congestion.png
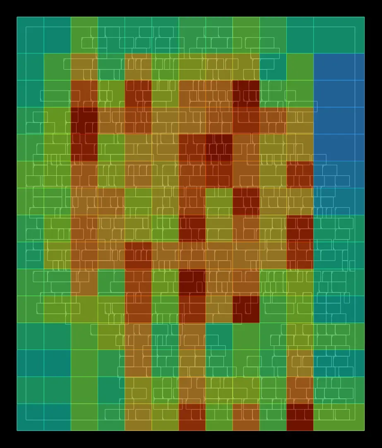
wires.png
(2 px per um)
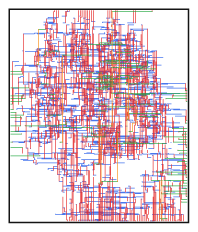
===== src/rtl/scarv_soc_bram_copy.sv =====
// -----------------------------------------------------------------------------
// scarv_soc_bram_copy
//
// Word-granular copy engine. It drives both ports of the SoC dual-port BRAM
// as initiator: port A reads consecutive source words, and port B writes them
// to the destination one cycle later. After a one-cycle fill it moves one
// 32-bit word per cycle. A CPU-facing register block controls it with a
// start/done handshake.
//
// Ports
//   g_clk, g_resetn        clock, synchronous active-low reset
//   start                  1-cycle request pulse, only honoured in IDLE
//   abort                  stop issuing reads (honoured in RUN only)
//   src_addr, dst_addr     word-aligned byte addresses
//   len                    number of 32-bit words to copy
//   busy                   copy in progress
//   done                   1-cycle completion pulse
//   err, aborted           result flags, valid with done, held until next start
//   ena/wea/addra/douta    BRAM port A (read only, wea tied to zero)
//   enb/web/addrb/dinb     BRAM port B (write only)
// -----------------------------------------------------------------------------
module scarv_soc_bram_copy #(
  parameter  int DEPTH = 1024,
  parameter  int LEN_W = 16,
  localparam int LW    = $clog2(DEPTH)
) (
  input  logic             g_clk,
  input  logic             g_resetn,
  input  logic             start,
  input  logic             abort,
  input  logic [LW-1:0]    src_addr,
  input  logic [LW-1:0]    dst_addr,
  input  logic [LEN_W-1:0] len,
  output logic             busy,
  output logic             done,
  output logic             err,
  output logic             aborted,
  output logic             ena,
  output logic [3:0]       wea,
  output logic [LW-1:0]    addra,
  input  logic [31:0]      douta,
  output logic             enb,
  output logic [3:0]       web,
  output logic [LW-1:0]    addrb,
  output logic [31:0]      dinb
);

  localparam logic [1:0] IDLE  = 2'd0;
  localparam logic [1:0] RUN   = 2'd1;
  localparam logic [1:0] DRAIN = 2'd2;
  localparam logic [1:0] DONE  = 2'd3;

  logic [1:0]       state_reg,     state_next;
  logic             busy_reg,      busy_next;
  logic             done_reg,      done_next;
  logic             err_reg,       err_next;
  logic             aborted_reg,   aborted_next;
  logic             ena_reg,       ena_next;
  logic [LW-1:0]    addra_reg,     addra_next;
  logic             enb_reg,       enb_next;
  logic [3:0]       web_reg,       web_next;
  logic [LW-1:0]    addrb_reg,     addrb_next;
  // Destination address of the write that follows the read now on port A.
  logic [LW-1:0]    wr_addr_reg,   wr_addr_next;
  // Reads still to issue after the one currently presented on port A.
  logic [LEN_W-1:0] remaining_reg, remaining_next;

  logic misaligned;
  assign misaligned = (src_addr[1:0] != 2'b00) || (dst_addr[1:0] != 2'b00);

  always_comb begin
    state_next     = state_reg;
    busy_next      = busy_reg;
    done_next      = 1'b0;
    err_next       = err_reg;
    aborted_next   = aborted_reg;
    ena_next       = ena_reg;
    addra_next     = addra_reg;
    enb_next       = enb_reg;
    web_next       = web_reg;
    addrb_next     = addrb_reg;
    wr_addr_next   = wr_addr_reg;
    remaining_next = remaining_reg;

    case (state_reg)
      IDLE: begin
        if (start) begin
          err_next       = misaligned;
          aborted_next   = 1'b0;
          addra_next     = src_addr;
          wr_addr_next   = dst_addr;
          remaining_next = len - LEN_W'(1);
          if (misaligned || (len == '0)) begin
            // Nothing to move: report straight away without touching the BRAM.
            state_next = DONE;
            done_next  = 1'b1;
          end else begin
            state_next = RUN;
            busy_next  = 1'b1;
            ena_next   = 1'b1;
          end
        end
      end

      RUN: begin
        // Every cycle in RUN has a read on port A, so the next cycle always
        // carries the matching write on port B.
        enb_next     = 1'b1;
        web_next     = 4'hF;
        addrb_next   = wr_addr_reg;
        wr_addr_next = wr_addr_reg + LW'(4);
        if (abort || (remaining_reg == '0)) begin
          state_next   = DRAIN;
          ena_next     = 1'b0;
          aborted_next = abort;
        end else begin
          addra_next     = addra_reg + LW'(4);
          remaining_next = remaining_reg - LEN_W'(1);
        end
      end

      DRAIN: begin
        // The last write is on port B during this cycle.
        state_next = DONE;
        enb_next   = 1'b0;
        web_next   = 4'h0;
        busy_next  = 1'b0;
        done_next  = 1'b1;
      end

      default: begin
        state_next = IDLE;
      end
    endcase
  end

  always_ff @(posedge g_clk) begin
    if (!g_resetn) begin
      state_reg     <= IDLE;
      busy_reg      <= 1'b0;
      done_reg      <= 1'b0;
      err_reg       <= 1'b0;
      aborted_reg   <= 1'b0;
      ena_reg       <= 1'b0;
      addra_reg     <= '0;
      enb_reg       <= 1'b0;
      web_reg       <= 4'h0;
      addrb_reg     <= '0;
      wr_addr_reg   <= '0;
      remaining_reg <= '0;
    end else begin
      state_reg     <= state_next;
      busy_reg      <= busy_next;
      done_reg      <= done_next;
      err_reg       <= err_next;
      aborted_reg   <= aborted_next;
      ena_reg       <= ena_next;
      addra_reg     <= addra_next;
      enb_reg       <= enb_next;
      web_reg       <= web_next;
      addrb_reg     <= addrb_next;
      wr_addr_reg   <= wr_addr_next;
      remaining_reg <= remaining_next;
    end
  end

  assign busy    = busy_reg;
  assign done    = done_reg;
  assign err     = err_reg;
  assign aborted = aborted_reg;
  assign ena     = ena_reg;
  assign wea     = 4'h0;
  assign addra   = addra_reg;
  assign enb     = enb_reg;
  assign web     = web_reg;
  assign addrb   = addrb_reg;
  // Read data from the previous cycle's read flows straight through to port B.
  assign dinb    = enb_reg ? douta : 32'h0;

endmodule


===== config.mk =====
export PLATFORM = sky130hd
export DESIGN_NAME = scarv_soc_bram_copy
export DESIGN_NICKNAME = d
export VERILOG_FILES = /design/src/rtl/scarv_soc_bram_copy.sv
export SDC_FILE = /design/constraint.sdc
export NUM_CORES = 1
export LEC_CHECK = 0
export CORE_ASPECT_RATIO = 1.2
export CORE_MARGIN = 2
export CORE_UTILIZATION = 40
export CTS_CLUSTER_DIAMETER = 80
export DETAILED_ROUTE_END_ITERATION = 7
export PLACE_DENSITY = 0.78
export SYNTH_ARGS = -nofsm -noshare
export SYNTH_HDL_FRONTEND = slang
export SYNTH_SLANG_ARGS = --single-unit

===== constraint.sdc =====
create_clock -name g_clk -period 3.1 [get_ports g_clk]
set_clock_uncertainty 0.1 [all_clocks]
set_input_delay 0.465 -clock g_clk [delete_from_list [all_inputs] [get_ports g_clk]]
set_output_delay 0.465 -clock g_clk [all_outputs]
set_load 0.05 [all_outputs]

==> reports/summary.json <==
{
  "grt": {
    "grt_use_met2_pct": 39.1,
    "grt_antenna_before_repair": 0,
    "wire_length_of_the_first_global_routing_pass_um": 17500,
    "grt_pass1_vias": 3630
  },
  "cells_and_area": {
    "layout.sequential_cells": 54,
    "p_r_area_growth_vs_syn_pct": 45.9,
    "sh_seq_area_pct": 21.4,
    "largest_register_ff_count": 16,
    "nMultiInputCombCells": 350,
    "layout.cells.most_common": "clkdlybuf4s50_1",
    "fin_nets": 644
  },
  "setup_path": {
    "timing.critical_path.buf_inv": 1,
    "cp-endpoint": "remaining_reg[10]",
    "timing.reg2reg.worst_path_depth": 9,
    "worst_path_arrival_ps": 3040,
    "slowest_stage": "ha_2",
    "critical_path_peak_fanout": 14,
    "crit_path_end_kind": "flip-flop",
    "crit-reg2reg-capture": "remaining_reg[10]"
  },
  "timing": {
    "worst_slew_pin_slew_ps": 904,
    "finalSetupViolations": 0,
    "slew_viol_final": 0,
    "timing.final.ws_setup_ps": 191,
    "final.setup.tns_ps": 0,
    "final_period_minus_worst_setup_slack_ps": 2910,
    "timing.hold.ws_ps": 367
  },
  "outcome": {
    "run_status": "finished clean"
  },
  "worst_hold_path": {
    "hold_path_class": "reg -> reg",
    "timing.hold.worst_path_depth": 2,
    "hold_path_end": "addra[1]"
  },
  "routing": {
    "detail_route.vias_per_cell": 5.60,
    "top_signal_layer_used": "met4",
    "dr_wl_met3_um": 781,
    "sum_of_met2_wire_segment_lengths_after_detailed_routing_um": 5440
  },
  "pwr": {
    "power.clock.fraction_pct": 12.7,
    "reported_sequential_group_power_uw": 1150,
    "comb_power_share_pct": 62.2,
    "clock_power_uw": 583,
    "seq_power_share_pct": 25.1,
    "internal_uw": 2290,
    "max-vdd-ir-drop_mv": 0.402,
    "pwr_density_cell_nw_per_um2": 910
  },
  "clock_network": {
    "tritoncts.num_buffers": 5,
    "holdBufCountCts": 0,
    "clock_tree.root_cell": "clkbuf_8",
    "clock_tree.htree_level_count": 2,
    "insertion_delay_ps": 320,
    "cts_repair_resize_count": 0
  },
  "synth": {
    "post_synth_edffs": 0,
    "proportion_of_synthesized_flip_flops_having_asynchronous_set_or_reset_pct": 0,
    "yosys.cell_types.count": 61,
    "syn-mean-instance-area_um2": 7.83,
    "ys_seq_share_pct": 31.2,
    "area_contributors_post_synth": "dfxtp_1 31%, mux2i_1 9.0%, and2_1 6.0%",
    "syn_inst": 442,
    "post-synth-top-area-cell": "dfxtp_1",
    "synth_largest_type_area_fraction_pct": 31.2,
    "synth.yosys.num_cells": 442
  },
  "die": {
    "fp-row-count": 37,
    "dieArea_um2": 9420
  },
  "placement": {
    "place_inst": 675,
    "dpl_cell_area_um2": 4910
  },
  "flow_run": {
    "maxCapViolations": 0,
    "warnings": 29
  }
}
-- congestion.png (at the start) --
Global Route met3 Usage: 4.81%
met1 Use GR: 28.0%
grt peak-use layer: met2
aggregate global-route resource usage: 23.2%
average wire per standard cell: 15.9 um

-- wires.png (at the start) --
metal 1: drawn in blue, wire length 4330 um. metal 2: drawn in red, wire length 5440 um. metal 3: drawn in green, wire length 782 um. metal 4: drawn in orange, wire length 329 um.

Power is estimated from default activity; no workload was simulated.
